**M1 wires**

Bar = 50 um.
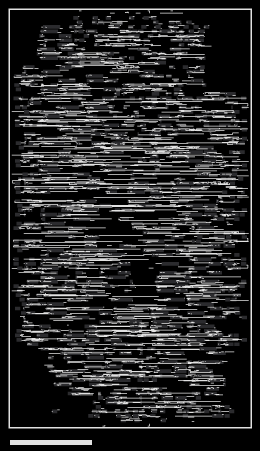
**Met2 routing**

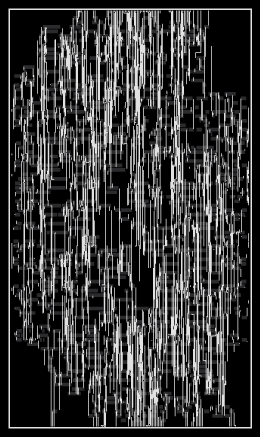
--- config.mk ---
export PLATFORM = sky130hd
export DESIGN_NAME = alu_op_sequencer
export DESIGN_NICKNAME = d
export VERILOG_FILES = /design/src/rtl/alu_pkg.sv /design/src/rtl/alu_op_sequencer_seq_reg_bank.sv /design/src/rtl/alu_op_sequencer.sv
export SDC_FILE = /design/constraint.sdc
export NUM_CORES = 1
export LEC_CHECK = 0
export CORE_ASPECT_RATIO = 1.75
export CORE_MARGIN = 1.5
export CORE_UTILIZATION = 30
export CTS_BUF_LIST = sky130_fd_sc_hd__clkbuf_2 sky130_fd_sc_hd__clkbuf_4 sky130_fd_sc_hd__clkbuf_8
export DETAILED_ROUTE_END_ITERATION = 6
export GPL_ROUTABILITY_DRIVEN = 0
export PLACE_DENSITY_LB_ADDON = 0.08
export SLEW_MARGIN = 0
export SYNTH_ARGS = -nofsm -noshare
export SYNTH_HDL_FRONTEND = slang
export SYNTH_HIERARCHICAL = 1
export SYNTH_SLANG_ARGS = --single-unit
--- constraint.sdc ---
create_clock -name Clock -period 4.1 [get_ports Clock]
set_input_delay 0.82 -clock Clock [delete_from_list [all_inputs] [get_ports Clock]]
set_output_delay 0.82 -clock Clock [all_outputs]
set_load 0.05 [all_outputs]
--- src/rtl/alu_pkg.sv ---
// Shared definitions for the ALU operation sequencer: widths, ALU opcodes,
// flag bit positions, condition codes, FSM encoding and the latched-op payload.
package alu_pkg;

   localparam int unsigned DATA_W   = 32;
   localparam int unsigned NUM_REGS = 4;
   localparam int unsigned ADDR_W   = 2;
   localparam int unsigned FUNSEL_W = 5;
   localparam int unsigned FLAGS_W  = 4;
   localparam int unsigned IMM_W    = 16;
   localparam int unsigned COND_W   = 2;

   // ALU opcodes carried in FunSel[3:0]; FunSel[4] selects operand width
   localparam logic [3:0] ALU_ADD = 4'b0100;
   localparam logic [3:0] ALU_SUB = 4'b0110;
   localparam logic [3:0] ALU_AND = 4'b0111;
   localparam logic [3:0] ALU_OR  = 4'b1000;
   localparam logic [3:0] ALU_XOR = 4'b1001;

   // Bit positions inside the ALU flag vector {Z,C,N,O}
   localparam int unsigned FLAG_Z = 3;
   localparam int unsigned FLAG_C = 2;
   localparam int unsigned FLAG_N = 1;
   localparam int unsigned FLAG_O = 0;

   typedef enum logic [COND_W-1:0] {
      COND_ALWAYS = 2'b00,
      COND_Z      = 2'b01,
      COND_NZ     = 2'b10,
      COND_N      = 2'b11
   } cond_e;

   typedef enum logic [1:0] {
      ST_IDLE = 2'd0,
      ST_EXEC = 2'd1,
      ST_WB   = 2'd2
   } state_e;

   // Operation fields captured at the accept handshake
   typedef struct packed {
      logic [FUNSEL_W-1:0] fun_sel;
      logic [ADDR_W-1:0]   dst;
      logic [ADDR_W-1:0]   src_a;
      logic [ADDR_W-1:0]   src_b;
      logic                b_sel;
      logic [IMM_W-1:0]    imm;
      logic                wf;
      cond_e               cond;
   } op_t;

   // True when the condition code is satisfied by the given flag vector
   function automatic logic cond_met(input cond_e cond, input logic [FLAGS_W-1:0] flags);
      logic ok;
      ok = 1'b1;
      case (cond)
         COND_ALWAYS: ok = 1'b1;
         COND_Z:      ok = flags[FLAG_Z];
         COND_NZ:     ok = ~flags[FLAG_Z];
         COND_N:      ok = flags[FLAG_N];
         default:     ok = 1'b1;
      endcase
      return ok;
   endfunction

   function automatic logic [DATA_W-1:0] sext_imm(input logic [IMM_W-1:0] imm);
      return {{(DATA_W - IMM_W){imm[IMM_W-1]}}, imm};
   endfunction

endpackage

--- src/rtl/alu_op_sequencer_seq_reg_bank.sv ---
// 4x32 operand register bank for the sequencer.
// Ports: clk/rst (sync, active-high), one write port (we/waddr/wdata),
//        two async operand read ports (raddr_a/b -> rdata_a/b) and an
//        async debug read port (raddr_dbg -> rdata_dbg).
module seq_reg_bank
   import alu_pkg::*;
(
   input  logic              clk,
   input  logic              rst,
   input  logic              we,
   input  logic [ADDR_W-1:0] waddr,
   input  logic [DATA_W-1:0] wdata,
   input  logic [ADDR_W-1:0] raddr_a,
   input  logic [ADDR_W-1:0] raddr_b,
   input  logic [ADDR_W-1:0] raddr_dbg,
   output logic [DATA_W-1:0] rdata_a,
   output logic [DATA_W-1:0] rdata_b,
   output logic [DATA_W-1:0] rdata_dbg
);

   logic [DATA_W-1:0] mem [NUM_REGS];

   // Storage: reset clears every entry, otherwise single write port
   always_ff @(posedge clk) begin
      if (rst) begin
         for (int i = 0; i < int'(NUM_REGS); i++) begin
            mem[i] <= '0;
         end
      end else if (we) begin
         mem[waddr] <= wdata;
      end
   end

   assign rdata_a   = mem[raddr_a];
   assign rdata_b   = mem[raddr_b];
   assign rdata_dbg = mem[raddr_dbg];

endmodule

--- src/rtl/alu_op_sequencer.sv ---
// Control and operand stage around the 32-bit ALU. Accepts one operation per
// handshake, presents operands/FunSel/WF to the ALU for exactly one cycle
// (EXEC), captures ALUOut, and writes it back in WB if the flag condition held.
// Ports:
//   Clock, Reset                 - clock, sync active-high reset
//   InValid/InReady + In* fields - operation request handshake
//   ALU_A/ALU_B/ALU_FunSel/ALU_WF - ALU drive, non-zero only in EXEC
//   ALUOut, FlagsIn              - ALU result and flags {Z,C,N,O}
//   LoadEn/LoadAddr/LoadData     - direct bank load, honoured in IDLE only
//   RdAddr/RdData                - combinational debug read
//   Done/Skipped                 - retire pulse and condition-failed marker
module alu_op_sequencer
   import alu_pkg::*;
(
   input  logic                Clock,
   input  logic                Reset,
   input  logic                InValid,
   output logic                InReady,
   input  logic [FUNSEL_W-1:0] InFunSel,
   input  logic [ADDR_W-1:0]   InDst,
   input  logic [ADDR_W-1:0]   InSrcA,
   input  logic [ADDR_W-1:0]   InSrcB,
   input  logic                InBSel,
   input  logic [IMM_W-1:0]    InImm,
   input  logic                InWF,
   input  logic [COND_W-1:0]   InCond,
   output logic [DATA_W-1:0]   ALU_A,
   output logic [DATA_W-1:0]   ALU_B,
   output logic [FUNSEL_W-1:0] ALU_FunSel,
   output logic                ALU_WF,
   input  logic [DATA_W-1:0]   ALUOut,
   input  logic [FLAGS_W-1:0]  FlagsIn,
   input  logic                LoadEn,
   input  logic [ADDR_W-1:0]   LoadAddr,
   input  logic [DATA_W-1:0]   LoadData,
   input  logic [ADDR_W-1:0]   RdAddr,
   output logic [DATA_W-1:0]   RdData,
   output logic                Done,
   output logic                Skipped
);

   state_e            state_q, state_d;
   op_t               op_q, op_in;
   logic [DATA_W-1:0] result_q;
   logic              cond_ok_q;
   logic              cond_ok;
   logic              accept;

   logic              bank_we;
   logic [ADDR_W-1:0] bank_waddr;
   logic [DATA_W-1:0] bank_wdata;
   logic [DATA_W-1:0] rdata_a, rdata_b;

   always_comb begin
      op_in = '{fun_sel: InFunSel,
                dst:     InDst,
                src_a:   InSrcA,
                src_b:   InSrcB,
                b_sel:   InBSel,
                imm:     InImm,
                wf:      InWF,
                cond:    cond_e'(InCond)};
   end

   // Flags seen during EXEC belong to the previous op, since WF is low elsewhere
   assign cond_ok = cond_met(op_q.cond, FlagsIn);

   seq_reg_bank u_bank (
      .clk       (Clock),
      .rst       (Reset),
      .we        (bank_we),
      .waddr     (bank_waddr),
      .wdata     (bank_wdata),
      .raddr_a   (op_q.src_a),
      .raddr_b   (op_q.src_b),
      .raddr_dbg (RdAddr),
      .rdata_a   (rdata_a),
      .rdata_b   (rdata_b),
      .rdata_dbg (RdData)
   );

   // FSM state register
   always_ff @(posedge Clock) begin
      if (Reset) begin
         state_q <= ST_IDLE;
      end else begin
         state_q <= state_d;
      end
   end

   // Latched op, captured result and condition outcome
   always_ff @(posedge Clock) begin
      if (Reset) begin
         op_q      <= '0;
         result_q  <= '0;
         cond_ok_q <= 1'b0;
      end else begin
         if (accept) begin
            op_q <= op_in;
         end
         if (state_q == ST_EXEC) begin
            result_q  <= ALUOut;
            cond_ok_q <= cond_ok;
         end
      end
   end

   // Next state, ALU drive, bank write port mux and retire outputs
   always_comb begin
      state_d    = state_q;
      accept     = 1'b0;
      InReady    = 1'b0;
      ALU_A      = '0;
      ALU_B      = '0;
      ALU_FunSel = '0;
      ALU_WF     = 1'b0;
      Done       = 1'b0;
      Skipped    = 1'b0;
      bank_we    = 1'b0;
      bank_waddr = LoadAddr;
      bank_wdata = LoadData;

      case (state_q)
         ST_IDLE: begin
            InReady = 1'b1;
            bank_we = LoadEn;
            if (InValid) begin
               accept  = 1'b1;
               state_d = ST_EXEC;
            end
         end
         ST_EXEC: begin
            ALU_A      = rdata_a;
            ALU_B      = op_q.b_sel ? sext_imm(op_q.imm) : rdata_b;
            ALU_FunSel = op_q.fun_sel;
            ALU_WF     = op_q.wf & cond_ok;
            state_d    = ST_WB;
         end
         ST_WB: begin
            // A reset arriving in WB aborts the retire entirely
            Done       = ~Reset;
            Skipped    = ~Reset & ~cond_ok_q;
            bank_we    = cond_ok_q;
            bank_waddr = op_q.dst;
            bank_wdata = result_q;
            state_d    = ST_IDLE;
         end
         default: begin
            state_d = ST_IDLE;
         end
      endcase
   end

endmodule
==> flow_summary.ini <==
; synthesis and place-and-route metrics
[yosys]
synth_seq_share_pct = 47.9
yosys.area_share.simple_pct = 16.0
avgSynthCellArea_um2 = 13.3
aoi_share_pct = 2.71
synthXorXnorAreaFrac_pct = 0
syn_nets = 915
ys.flops = 194
top_cell = and2_1
yosys-top-cells-area = edfxtp_1 (36%), mux4_2 (20%), dfxtp_1 (12%)
ys_sh_adder_pct = 0
synth_top_area_share_pct = 35.7
syn_area_um2 = 10800
ys_area_um2 = 10800
synthCells = 808
flop_cell = edfxtp_1
ys_top_logic_family = multiplexers
yosys.area.top_type = edfxtp_1
ys_cells = 808
synth_warnings = 6
edf_count = 128
mux_area_share_pct = 29.1

[power_and_ir_drop]
power_frac_comb_pct = 23.3
comb_cell_power_mw = 1.10
power_mw = 4.72
p_switching_mw = 1.40
p_clk_share_pct = 28.1
powerDensity_nw_per_um2 = 344
p_leak_nw = 4.91
ir_worst_vdd_uv = 215
power.group.top = sequential cells
powerClk_mw = 1.33
p_int_mw = 3.32

[die]
tap_cells = 465
dieArea_um2 = 37100
num_rows = 91
die_w_um = 146
die_h_um = 254
fp-utilization_pct = 30.5
io_pins = 212
coreArea_um2 = 35300

[clock_tree]
cts_setup_buffers = 0
hold_buffers = 0
clock_latency_ns = 0.51
cts_sinks = 194
post_cts_resized = 0
root_buffer = clkbuf_8
clockBufferDepth = 2
cts_buffers = 17
htree_levels = 4

[cells_and_area]
logic_gate_count = 544
antennaDiodeCount = 2
sh_comb_area_pct = 37.9
buffer_area_share_pct = 17.3
sh_seq_area_pct = 37.6
design_area_um2 = 13700
lay_top_count = clkdlybuf4s50_1
n_fill_cell = 3472
nNetsFinal = 1099
drive_above_1_share_pct = 23.8
syn_to_final_growth_pct = 27.5
largest_cell_class = multi-input combinational cells
lay_top_cells = clkdlybuf4s50_1 (205), and2_1 (133), edfxtp_1 (128)
inverters = 1
final_cells = 1472
num-nonclk-buffers = 234
mi_logic_area_um2 = 5200
clockNetworkAreaShare_pct = 2.89
largest_reg_flops = 128
ff_count = 194
top_register = u_bank/mem
top_regs = u_bank/mem x128, result_q x32, op_q x31

[placement]
dp_cells = 1438
place_area_um2 = 13300
port_buffers = 209
hpwl_mm = 22.7
post-place-ws_ns = 0.671

[hold_path]
hold_path.class = flip-flop to flip-flop
holdPathEnd = result_q[2]
hp-start = result_q[2]
holdPathStages = 2

[setup_path]
path_cells = buf_4 -> mux4_2 -> nand2b_1 -> a21oi_1 -> clkdlybuf4s50_1
critPathCapture = ALU_B[21]
r2r_setup_slack_ns = 1.27
rr_endpoint = u_bank/mem[1][18]
critPathLaunchType = flip-flop
slowest_delay_ns = 0.74
critPathTopFamily = buffers and inverters
ff2ff_path_depth = 4
cp.depth = 5
endpoint_kind = primary output
critPathKind = flip-flop to primary output
crit_buf_inv = 2
path_max_fanout = 11
arrival_ns = 3.01

[grt]
grt_overflow_total = 0
grt_pass1_vias = 7529
grt_pass1_wl_mm = 49.5
top_usage_layer = met2
grt_use_met2_pct = 36.5
grtUsageMet3_pct = 2.94

[final_timing]
worst_slew_pin_slew_ns = 0.952
hold-worst-slack_ns = 0.457
fmax_mhz = 261
finalMaxSlewViolations = 0
final_hold_viol_count = 0
worst_slack_ns = 0.272
grt_setup_unrepaired = false
min_period_ns = 3.83
skew_ns = 0.0147
finalClockPeriodUsage_pct = 93.4

[detailed_routing]
wl_met3_mm = 1.43
wl_met2_mm = 19.0
met1_length_mm = 12.8
routed.top_layer = met5
wl_per_cell_um = 23.0
ant_nets = 0
first_pass_iters = 4

[status]
status = complete, no violations

[job]
max-cap-violations = 0
Notes on 'M1 wires' above:
longest straight run: 52.0 um
share of all routed wire: 38%
Vias: 7105
Routed WL: 33.9 mm
grt met1 use: 20.5%

Notes on 'met2 routing' above:
longest straight run: 101 um
wire length on this layer: 19000 um
nets with wire on the layer: 903
main direction: vertical
share of all routed wire: 56%

